Figure 1. Zoomed window (run 1).
Window x 18 to 48, y 18 to 48 µm. Cells in grey, sequential cells in the stronger grey; small squares are vias.
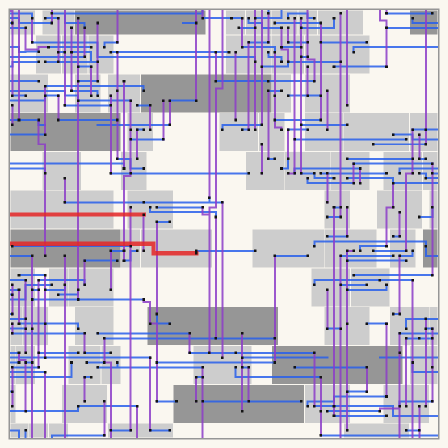
Figure 2. Selected gate families (run 1).
(6 px per µm)
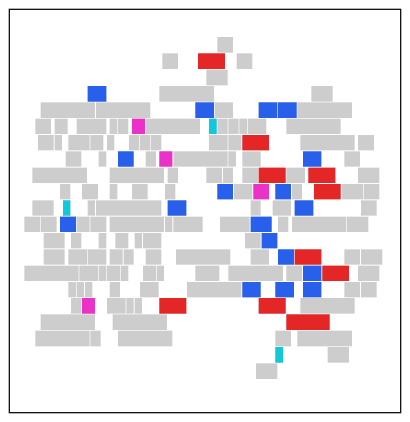
Figure 3. Wire density map (run 1).
(4 px per µm) The die is cut into 13 by 13 equal tiles; dark purple is low, yellow is high, scaled to the fullest tile. Values are wire area over tile area, all layers added.
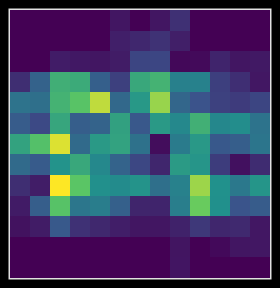
==> src/rtl/vedic_mac_acc.sv <==
// vedic_mac_acc: accumulates N unsigned 8-bit Vedic multiplier products per frame and hands off the sum
// Ports:
//   clk        rising-edge clock
//   rst        asynchronous active-high reset
//   clr        synchronous frame abort (priority over beats and handshakes)
//   in_prod    8-bit unsigned product, in_valid/in_ready input handshake
//   out_sum    completed frame sum (ACC_W bits), out_ovf sticky frame overflow
//   out_valid/out_ready result handshake
// Define VEDIC_MAC_SAT_EN to clamp the accumulator at 2^ACC_W-1 instead of wrapping.
module vedic_mac_acc #(
    parameter int N     = 8,
    parameter int ACC_W = 12
) (
    input  logic             clk,
    input  logic             rst,
    input  logic             clr,
    input  logic [7:0]       in_prod,
    input  logic             in_valid,
    output logic             in_ready,
    output logic [ACC_W-1:0] out_sum,
    output logic             out_ovf,
    output logic             out_valid,
    input  logic             out_ready
);
    typedef enum logic {ACC, DONE} state_t;
    state_t           r_state, w_next;
    logic [ACC_W-1:0] r_acc, w_acc;
    logic [7:0]       r_cnt;
    logic             r_ovf;
    logic [ACC_W:0]   w_add;
    logic             w_accept, w_last, w_flush;

    // one extra bit exposes the carry out of the accumulator
    assign w_add    = {1'b0, r_acc} + (ACC_W+1)'(in_prod);
    assign w_accept = in_valid && in_ready;
    assign w_last   = w_accept && (r_cnt == 8'(N - 1));
    assign w_flush  = clr || (out_valid && out_ready);
`ifdef VEDIC_MAC_SAT_EN
    // once the frame has overflowed it stays pinned at full scale
    assign w_acc = (r_ovf || w_add[ACC_W]) ? '1 : w_add[ACC_W-1:0];
`else
    assign w_acc = w_add[ACC_W-1:0];
`endif

    always_ff @(posedge clk or posedge rst) begin
        if (rst) r_state <= ACC;
        else     r_state <= w_next;
    end

    always_comb begin
        w_next    = clr ? ACC : (r_state == ACC) ? (w_last ? DONE : ACC) : (out_ready ? ACC : DONE);
        in_ready  = (r_state == ACC);
        out_valid = (r_state == DONE);
    end

    always_ff @(posedge clk or posedge rst) begin
        if (rst) begin
            r_acc <= '0;
            r_cnt <= '0;
            r_ovf <= 1'b0;
        end else if (w_flush) begin
            r_acc <= '0;
            r_cnt <= '0;
            r_ovf <= 1'b0;
        end else if (w_accept) begin
            r_acc <= w_acc;
            r_cnt <= r_cnt + 8'd1;
            r_ovf <= r_ovf | w_add[ACC_W];
        end
    end

    assign out_sum = r_acc;
    assign out_ovf = r_ovf;
endmodule

==> config.mk <==
export PLATFORM = sky130hd
export DESIGN_NAME = vedic_mac_acc
export DESIGN_NICKNAME = d
export VERILOG_FILES = /design/src/rtl/vedic_mac_acc.sv
export SDC_FILE = /design/constraint.sdc
export NUM_CORES = 1
export LEC_CHECK = 0
export CORE_AREA = 2 2 63 65
export DETAILED_ROUTE_END_ITERATION = 12
export DIE_AREA = 0 0 65 67
export PLACE_DENSITY = 0.69
export SLEW_MARGIN = 5
export SYNTH_ARGS = -nofsm -noshare
export SYNTH_HDL_FRONTEND = slang
export SYNTH_SLANG_ARGS = --single-unit
==> constraint.sdc <==
create_clock -name clk -period 2.8 [get_ports clk]
set_clock_uncertainty 0.15 [all_clocks]
set_input_delay 0.56 -clock clk [delete_from_list [all_inputs] [get_ports clk]]
set_output_delay 0.56 -clock clk [all_outputs]
set_load 0.1 [all_outputs]
==> results_slide.txt, run 1 <==
Implementation Results

Placed design
  – HPWL after detailed placement: 2077 µm
  – Placed Instance Area: 1593 µm²
  – Routability cong.: ~0.8

Synth
  – Synth area leader: dfrtp_1
  – Asr flop ratio synth: 1.000
  – YS chip area: 1252 µm²
  – Top cells by area: dfrtp_1, ha_1, a22o_1
  – Synth Instances: 123
  – Number of synthesized register bits: 22
  – Top non-seq family: AND-OR/OR-AND gates
  – Dominant flop cell: dfrtp_1
  – Mux share: 0.01698
  – Syn avg cell area: 10.18 µm²
  – Most frequent cell after synthesis: dfrtp_1
  – Post-synth cell types: 32
  – Post-synthesis sequential area ratio: 0.4396
  – Post-synth top cells: dfrtp_1, a21oi_1, nand2_1

Pwr
  – Clock share of power: 0.301
  – Combinational Power: 0.342 mW
  – Int Power: 0.6455 mW
  – Sw Pwr: around 0.36 mW
  – Power consumption: 1.001 mW
  – Maximum vdd drop: 0.3909 mV

Detailed routing
  – Final ANT Viol Nets: 0
  – WL met3: 148 µm
  – DRC: 0
  – Via density per instance: a little over 5
  – Initial drt markers: 34
  – Top sig layer: met4
  – Met2 routed WL: 1340 µm

Global route
  – Total grt overflow: 0
  – Most used routing layer: met2
  – Grt met2 use: 0.2436
  – First-pass GRT wire length: 4843 µm
  – Met3 Use GR: 0.03716
  – GR Util met1: 0.1845
  – Initial antenna violation count: 0

Run status
  – Status: finished, final reports clean

Hold path
  – Hold Path End: out_ovf$_DFFE_PP0P_
  – Worst hold path class: reg -> reg

Layout
  – Layout area overhead: 32.87%
  – Number of flip-flops in the largest register: 12
  – NumNets Final: 183
  – Layout Utilization: 0.4615

STA
  – Max-slew violation count: 0
  – RSZ-0062 raised after global routing: false
  – Final period util: 0.9221
  – Fin. Hold Viols: 0
  – Relative slew slack: 0.7864
  – Setup slack after layout: 218.2 ps
  – Min cycle time layout: 2582 ps

Clock network
  – CTS Buf Count: 3
  – CTS resizes: 0

Setup path
  – Critical Path, Cell by Cell: clkdlybuf4s50_1 > ha_1 > fa_1 > a21o_1 > a221oi_1 > o21a_1 > nor3_1 > o21a_1
  – CP max stage delay: 400 ps
  – Arrival time at the worst endpoint: 2590 ps
  – Slack of the worst reg-to-reg path: 510 ps
  – Crit Path Class: in -> reg
  – Crit start category: input pin
  – Critical path origin: in_prod[0]
  – CP most frequent cell: o21a_1
  – Reg-to-reg critical path endpoint: out_ovf$_DFFE_PP0P_

Floorplan
  – IO Pins: 28
  – Die ar.: 4355 µm²
  – Initial Utilization: 0.3473
  – DIE WIDTH: around 65 µm
  – Core box area: 3606 µm²

Flow run
  – Max cap viols: 0
-- Figure 1 (at the start) --
legend:
  metal 1:
    colour: blue
  metal 2:
    colour: purple
  metal 3:
    colour: red
sequential cells in the window: 7
cells with their middle in the window: 64
netlist names of flops here include: `out_sum` (3), `r_cnt` (3)
most frequent: a21oi_1 (8), dfrtp_1 (7), buf_4 (5)

-- Figure 2 (at the start) --
legend:
  non-inverting ao/oa cells:
    colour: blue
    cells: 18
  inv cells:
    colour: cyan
    cells: 3
  fa/ha/maj cells:
    colour: red
    cells: 10
  and/or cells:
    colour: magenta
    cells: 4
fin cells: 207
most frequent logic cell in the layout: buf_4
combinational share of cell area: 0.4075

-- Figure 3 (at the start) --
densest ninth of the die: middle left
nearly empty tiles: 25%
mean over tiles: 0.10
via count: 1059
total wire length: 2828 µm

## run 1: area by class of cell
type | count | area [µm²]
fill | 355 | 1942
clock buffer | 3 | 41.29
tap | 48 | 60.06
timing repair buffer | 35 | 292.8
inverter | 3 | 11.26
clock inverter | 1 | 30.03
multi-input combinational | 95 | 678.2
sequential | 22 | 550.5
## run 1: critical path, delay by kind of cell
family	cells	cell delay, ps
AND-OR/OR-AND	4	910
adder cells (fa/ha/maj)	2	630
buffers and inverters	1	400
AND/OR/NAND/NOR	1	80
## run 1: cells in the final DEF, fill, tap and decap left out, drive strengths merged, types with 3 or more instances in the layout
cell type,instances
ha,9
a22o,9
buf,23
xor2,4
clkbuf,3
nor2,9
o21ai,4
xnor2,7
or3,3
inv,3
clkdlybuf4s50,12
nand4,5
dfrtp,22
a21o,4
nand2,10
a21oi,11
Figure 4. Metal layers overlaid (run 1).
(6 px per µm) Two of the layers only.
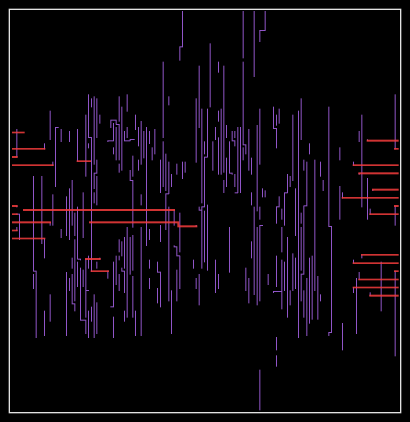

--- run 2 (diff from run 1) ---
Clock period 2.8 ns to 2.4 ns, I/O delays scaled along.
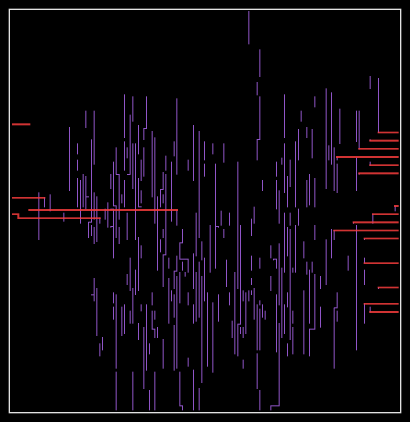
Figure 5: run 2, metal layers overlaid.
(6 px per µm) Two of the layers only.
legend:
  metal 2:
    colour: purple
    wire_length: 1230 µm
  metal 3:
    colour: red
    wire_length: 130 µm
gr usage total: 0.1351
via count: 1073
WL per Instance: 13.10 µm
total wire length: 2738 µm

==> run 2 against run 1 <==
  * Sequential cell count unchanged
  * Worst setup slack lost 87 ps
  * Count of clock-buffer cells in the layout is 1 higher
  * Combinational power increased by 22%
  * Clock power decreased by 11%
  * Via count up 1.3%
  * Largest cell class unchanged
==> results_slide.txt, run 2 <==
Implementation Results

Layout
  – Seq/total area: 0.3314 (+0.0005384)
  – Logic area: 693.2 µm² (+2.2%)
  – Most frequent logic cells in the routed design: buf_4, dfrtp_1, clkdlybuf4s50_1
  – Non-clock buffers: 37 (+5.7%)
  – Leading cell kind: combinational gates
  – Fin area: 1695 µm²
  – Seq_cells: 22 (unchanged)
  – ClkCell Share: 0.03247 (-0.01038)
  – Register area: 561.8 µm² (+2.0%)
  – NumNets Final: 185 (+1.1%)
  – Layout Utilization: 0.4702 (+0.008675)
  – Layout area overhead: 35.36%
  – Number of logic gates: 95 (unchanged)
  – Layout non-clock buf frac: 0.1830 (+0.007086)
  – Number of flip-flops in the largest register: 12 (unchanged)
  – Inverters: 3 (unchanged)
  – Clkbuf count: 4 (+1)
  – Fillcell total: 333 (-6.2%)
  – Most frequent logic cell in the layout: buf_4

Setup path
  – Critical Path, Cell by Cell: clkdlybuf4s50_1 > fa_2 > a21o_1 > a221oi_2 > o21a_1 > nor3_1 > o21a_1
  – Reg-to-reg critical path endpoint: out_ovf$_DFFE_PP0P_
  – Crit path depth: 7 (-1)
  – CP most frequent cell: o21a_1
  – Crit start category: input pin
  – Arrival time at the worst endpoint: 2280 ps (-310 ps)
  – Setup crit end: out_ovf$_DFFE_PP0P_
  – Critical path origin: in_prod[1]
  – CP delay by family, top: AND-OR/OR-AND gates
  – CP endpoint kind: flip-flop
  – CP max stage delay: 460 ps (+60 ps)
  – Critical path's slowest cell: clkdlybuf4s50_1
  – Largest fanout on the critical path: 5
  – Crit Path Class: in -> reg
  – Crit path buf inv count: 1 (unchanged)
  – Slack of the worst reg-to-reg path: 170 ps (-340 ps)

STA
  – Min cycle time layout: 2269 ps
  – Relative slew slack: 0.5170 (-0.2694)
  – Setup slack after layout: 131.5 ps (-86.70 ps)
  – Slew @ Worst Pin: 721.8 ps
  – Final period util: 0.9452
  – Max frequency: 440.8 MHz
  – Max-slew violation count: 0 (unchanged)
  – RSZ-0062 raised after global routing: false
  – Fin. Hold Viols: 0 (unchanged)
  – Final setup viols: 0
  – Setup TNS: 0 ps

Pwr
  – Maximum vdd drop: 0.2264 mV (-42%)
  – Switching Share: 0.3742
  – Int Power: 0.6914 mW (+7.1%)
  – Clock share of power: 0.242 (-0.059)
  – Sw Pwr: 0.4135 mW (+16%)
  – Reg power frac: 0.379
  – Leak: 0.8107 nW

Synth
  – Syn avg cell area: 10.18 µm² (unchanged)
  – XOR/XNOR Fraction of Synth Area: 0.07692
  – Asr flop ratio synth: 1.000 (unchanged)
  – Top non-seq family: AND-OR/OR-AND gates
  – Synth Area in Simple Gates: 0.1409
  – Post-synth top cells: dfrtp_1, a21oi_1, nand2_1
  – Most frequent cell after synthesis: dfrtp_1
  – Synth area leader: dfrtp_1
  – Mux share: 0.01698 (unchanged)
  – Number of synthesized flops with an enable pin: 0
  – Top-area cell share: 0.4396
  – Top cells by area: dfrtp_1, ha_1, a22o_1
  – Number of synthesized register bits: 22 (unchanged)
  – YS chip area: 1252 µm² (unchanged)
  – Post-synth cell types: 32 (unchanged)
  – Synth Instances: 123 (unchanged)
  – Dominant flop cell: dfrtp_1
  – Post-synthesis sequential area ratio: 0.4396 (unchanged)
  – Yosys cell count: 123

Detailed routing
  – Final ANT Viol Nets: 0 (unchanged)
  – Top sig layer: met4
  – DRC: 0 (unchanged)
  – WL met3: 129 µm (-13%)
  – DR pass1 iterations: 4
  – Initial drt markers: 18 (-47%)
  – Via density per instance: 5.134 (+0.35%)
  – Met2 routed WL: 1233 µm (-8.0%)

Flow run
  – Max cap viols: 0 (unchanged)
  – Tool warning count: 26

Clock network
  – H-tree level count: 1
  – CTS Buf Count: 3 (unchanged)
  – Insertion Delay late pin: 260 ps
  – Hold Buf Count CTS: 0
  – CTS resizes: 1 (+1)
  – Worst-path clk slew: 80 ps
  – TritonCTS Sinks: 22

Global route
  – Most used routing layer: met2
  – Total grt overflow: 0 (unchanged)
  – Met3 Use GR: 0.03209 (-0.005068)
  – Initial antenna violation count: 0 (unchanged)
  – Largest net degree at the start of global routing: 23
  – GR Util met1: 0.1796 (-0.004865)
  – First-pass GRT wire length: 4540 µm (-6.3%)
  – Grt met2 use: 0.2152 (-0.02835)

Floorplan
  – N_taps: 48 (unchanged)
  – FP Rows: 22
  – Die ar.: 4355 µm² (unchanged)
  – Core box area: 3606 µm² (unchanged)
  – Die H: 67 µm
  – IO Pins: 28 (unchanged)
  – Initial Utilization: 0.3473 (unchanged)
  – DIE WIDTH: 65 µm (unchanged)

Placed design
  – Routability cong.: 0.8264 (+4.4%)
  – HPWL after detailed placement: 2061 µm (-0.77%)
  – Buffers on Ports: 27
  – Placed Instance Area: 1614 µm² (+1.3%)

Hold path
  – Hold Path End: out_ovf$_DFFE_PP0P_
  – Worst hold path class: reg -> reg

Run status
  – Status: finished, final reports clean
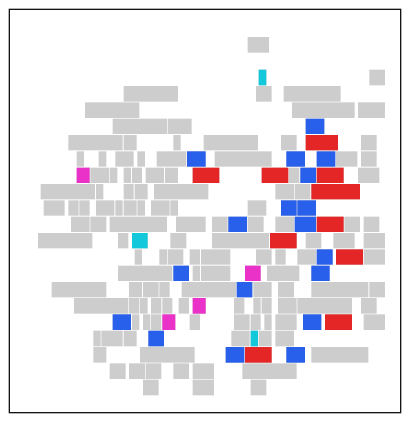
Figure 6: run 2, selected gate families.
(6 px per µm)
combinational share of cell area: 0.4089
fin cells: 209

[run 2: cell counts after synthesis]
Identical to the previous run, type by type.
[run 2: stage by stage]
| step | std cells | power [mW] | hold WS, ps |
|---|---|---|---|
| floorplan | 123 | 0.7253 | 318.8 |
| global placement | 203 | 0.8309 | 333.7 |
| detailed placement | 203 | 0.8364 | 340.0 |
| CTS | 208 | 1.109 | 361.9 |
| global route | 209 | 1.156 | 381.1 |
| finish | 209 | 1.105 | 352.1 |
[run 2: power by group through the flow]
stage                     Clock (mW)  Combinational [mW]  Sequential, mW
after detailed placement           0               0.409           0.427
after global routing           0.287               0.446           0.423
after CTS                      0.274               0.415           0.420
after global placement             0               0.405           0.426
after floorplan                    0               0.155           0.570
final                          0.267               0.418           0.419
Figure 7. Placed standard cells (run 2).
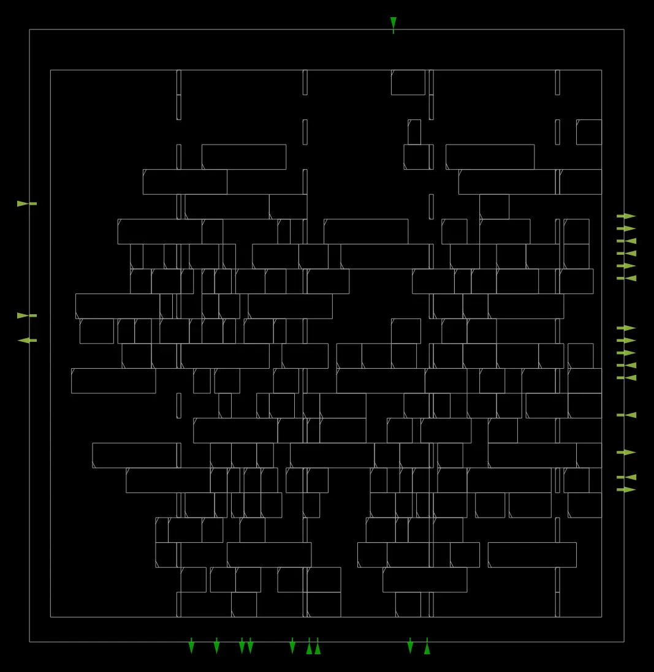

--- run 3 (diff from run 2) ---
Settings changed: PLACE_DENSITY 0.69 to 0.54.
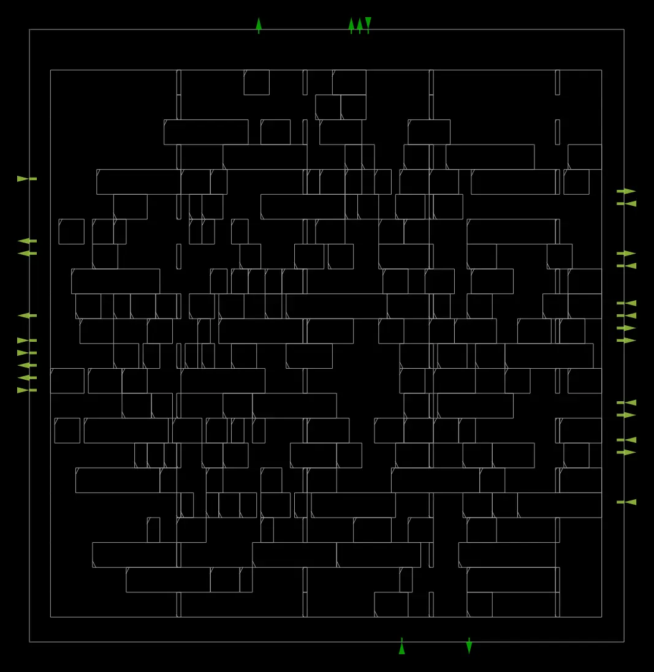
Figure 8: run 3, placed standard cells.
FP Rows: 22
fin cells: 213
n_taps: 48

==> run 3 against run 2 <==
  * Routed wire length is 6.5% higher
  * Critical path depth is 1 higher
  * Sequential cell count stayed put
  * Sequential share of layout area is 1.1 points lower
  * Fmax is 1.0% higher
  * Utilization is 1.6 points higher
  * First-iteration DRC count is 83% higher
  * Design area is 3.5% higher
  * Die size stayed put
  * Via count is 0.37% higher
  * Worst hold slack better by 30 ps
  * Sequential power hardly changed
  * Critical endpoint is now out_sum[7]$_DFFE_PP0P_
  * Highest routed layer unchanged
==> results_slide.txt, run 3 <==
Implementation Results

Clock network
  – Worst-path clk slew: 80 ps (about the same)
  – Root buf cell: clkbuf_8
  – H-tree level count: 1 (unchanged)
  – Max Buffers Root-to-Sink: 2
  – CTS Buf Count: 3 (unchanged)
  – Insertion Delay late pin: 270 ps (about the same)
  – CTS resizes: 0 (-1)
  – TritonCTS Sinks: 22 (unchanged)
  – TritonCTS clock tree: built
  – Hold Buf Count CTS: 0 (unchanged)
  – Setup Fix Bufs, Post-CTS: 0

Detailed routing
  – Via density per instance: 5.056 (-1.5%)
  – DRC: 0 (unchanged)
  – DR pass1 iterations: 4 (unchanged)
  – Final ANT Viol Nets: 0 (unchanged)
  – WL met3: 135 µm (+4.7%)
  – Initial drt markers: 33 (+15)
  – Top sig layer: met4
  – Met1 WL: 1394 µm
  – Met2 routed WL: 1369 µm (+11%)

Layout
  – Leading cell kind: combinational gates
  – Layout cell share with drive strength beyond 1: 0.2909
  – Register area: 561.8 µm² (unchanged)
  – Seq/total area: 0.3203 (-0.01111)
  – Layout non-clock buf frac: 0.1954 (+0.01241)
  – Logic area: 703.2 µm² (+1.4%)
  – Clkbuf count: 3 (-1)
  – NumNets Final: 189 (+2.2%)
  – ClkCell Share: 0.04066 (+0.008184)
  – Layout Utilization: 0.4865 (+0.01631)
  – Fillcell total: 352 (+5.7%)
  – Fin area: 1754 µm² (+3.5%)
  – Number of logic gates: 95 (unchanged)
  – Non-clock buffers: 41 (+11%)
  – Layout area overhead: 40.06%
  – ANT cells: 0
  – Inverters: 3 (unchanged)
  – Combinational share of cell area: 0.4009 (-0.007999)
  – Number of flip-flops in the largest register: 12 (unchanged)
  – Most frequent logic cells in the routed design: buf_4, dfrtp_1, nand2_1, a21oi_1, clkdlybuf4s50_1
  – Seq_cells: 22 (unchanged)
  – Most frequent logic cell in the layout: buf_4

Global route
  – Grt met2 use: 0.2564 (+0.04124)
  – Most used routing layer: met2
  – GR Util met1: 0.1859 (+0.006303)
  – Met3 Use GR: 0.02534 (-0.006757)
  – First-pass GRT wire length: 4968 µm (+9.4%)
  – Largest net degree at the start of global routing: 23 (unchanged)
  – Total grt overflow: 0 (unchanged)
  – Initial antenna violation count: 0 (unchanged)
  – Vias in the first global route: 1088

Hold path
  – Worst hold path class: reg -> reg
  – Hold Path Depth: 1
  – Hold Path End: out_sum[4]$_DFFE_PP0P_
  – Hold_sp: out_sum[4]$_DFFE_PP0P_

Synth
  – Number of synthesized flops with an enable pin: 0 (unchanged)
  – Post-synth design cell area: approximately 1300 µm²
  – Asr flop ratio synth: 1.000 (unchanged)
  – Top-area cell share: 0.4396 (unchanged)
  – Yosys cell count: 123 (unchanged)
  – Dominant flop cell: dfrtp_1
  – Adder share: 0.1059
  – YS chip area: 1252 µm² (unchanged)
  – Syn avg cell area: 10.18 µm² (unchanged)
  – Most frequent cell after synthesis: dfrtp_1
  – Mapped Nets: 146
  – Mux share: 0.01698 (unchanged)
  – Synth Area in Simple Gates: 0.1409 (unchanged)
  – Post-synth cell types: 32 (unchanged)
  – Synth area leader: dfrtp_1
  – Number of synthesized register bits: 22 (unchanged)
  – XOR/XNOR Fraction of Synth Area: 0.07692 (unchanged)
  – Post-synth top cells: dfrtp_1, a21oi_1, nand2_1
  – Compound Share, Synth: 0.2008
  – Synth Instances: 123 (unchanged)
  – Post-synthesis sequential area ratio: 0.4396 (unchanged)
  – Top cells by area: dfrtp_1, ha_1, a22o_1
  – Top non-seq family: AND-OR/OR-AND gates
  – Yosys warning count: 0

STA
  – Setup TNS: 0 ps (unchanged)
  – Min cycle time layout: 2245 ps (-23.37 ps)
  – Slew @ Worst Pin: 396.7 ps (-325.1 ps)
  – Final period util: 0.9355 (-0.009738)
  – Relative slew slack: 0.7346 (+0.2175)
  – Max-slew violation count: 0 (unchanged)
  – RSZ-0062 raised after global routing: false
  – WHS: 382.0 ps (+29.88 ps)
  – Setup slack after layout: 154.9 ps (+23.37 ps)
  – Fin. Hold Viols: 0 (unchanged)
  – Final setup viols: 0 (unchanged)
  – Max frequency: 445.4 MHz (+1.0%)

Setup path
  – Critical path's slowest cell: clkdlybuf4s50_1
  – R2R Path Start: out_sum[0]$_DFFE_PP0P_
  – Arrival time at the worst endpoint: 2250 ps (-30 ps)
  – CP endpoint kind: flip-flop
  – Crit path depth: 8 (+1)
  – CP delay by family, top: AND-OR/OR-AND gates
  – Reg-to-reg critical path endpoint: out_ovf$_DFFE_PP0P_
  – Slack of the worst reg-to-reg path: 170 ps (about the same)
  – R2R depth: 7
  – Largest fanout on the critical path: 3 (-2)
  – Critical Path, Cell by Cell: clkdlybuf4s50_1 > ha_1 > o211a_1 > a21oi_2 > buf_4 > o21ai_0 > xnor2_1 > a22o_1
  – Crit start category: input pin
  – Crit path DRT: 2400 ps
  – Critical path origin: in_prod[2]
  – Crit Path Class: in -> reg
  – Setup crit end: out_sum[7]$_DFFE_PP0P_
  – Crit path buf inv count: 2 (+1)
  – CP max stage delay: 420 ps (-40 ps)

Pwr
  – PD cells: 685.4 nW/µm²
  – Power consumption: 1.202 mW (+8.8%)
  – Leak: 0.8476 nW (+4.6%)
  – Maximum vdd drop: 0.2113 mV (-6.7%)

Placed design
  – Pre-CTS worst setup slack: -290.9 ps
  – Routability cong.: 0.7705 (-6.8%)
  – Placed Instance Area: 1652 µm² (+2.3%)
  – Cells after DPL: 208 (+2.5%)
  – HPWL after detailed placement: 2192 µm (+6.4%)
  – Buffers on Ports: 27 (unchanged)

Floorplan
  – IO Pins: 28 (unchanged)
  – Die ar.: 4355 µm² (unchanged)
  – Die H: 67 µm (unchanged)
  – DIE WIDTH: 65 µm (unchanged)
  – Initial Utilization: 0.3473 (unchanged)
  – Core box area: 3606 µm² (unchanged)

Flow run
  – Tool warning count: 26 (unchanged)
  – Max cap viols: 0 (unchanged)

Run status
  – Status: finished, final reports clean
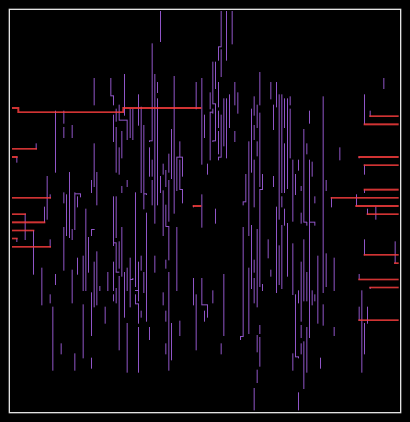
Figure 9: run 3, metal layers overlaid.
(6 px per µm) Two of the layers only.
total wire length: 2916 µm
gr usage total: 0.1474
via count: 1077
WL per Instance: 13.69 µm

[run 3: netlist changes by cell type in the layout (fill, tap and decap cells not counted)]
cell             previous run  this run
buf_4                      25        29
bufinv_16                   0         1
clkbuf_8                    4         3
clkdlybuf4s50_1            11        10
dlymetal6s2s_1              1         2
ha_2                        1         0
ha_4                        0         1
o21ai_0                     3         4
o21ai_1                     1         0
[run 3: worst reg2reg max path, stage by stage (launching register included)]
cell	delay, ps
dfrtp_4	510
ha_4	180
fa_2	350
a21o_1	210
a221oi_2	270
o21a_1	230
nor3_1	70
o21a_1	170
[run 3: report_power, final]
part	switching [mW]	internal (mW)	total, mW
clock network	0.130	0.223	0.353
registers	0.0249	0.396	0.421
logic	0.272	0.157	0.428
total	0.426	0.776	1.20
Power is estimated from default activity; no workload was simulated.
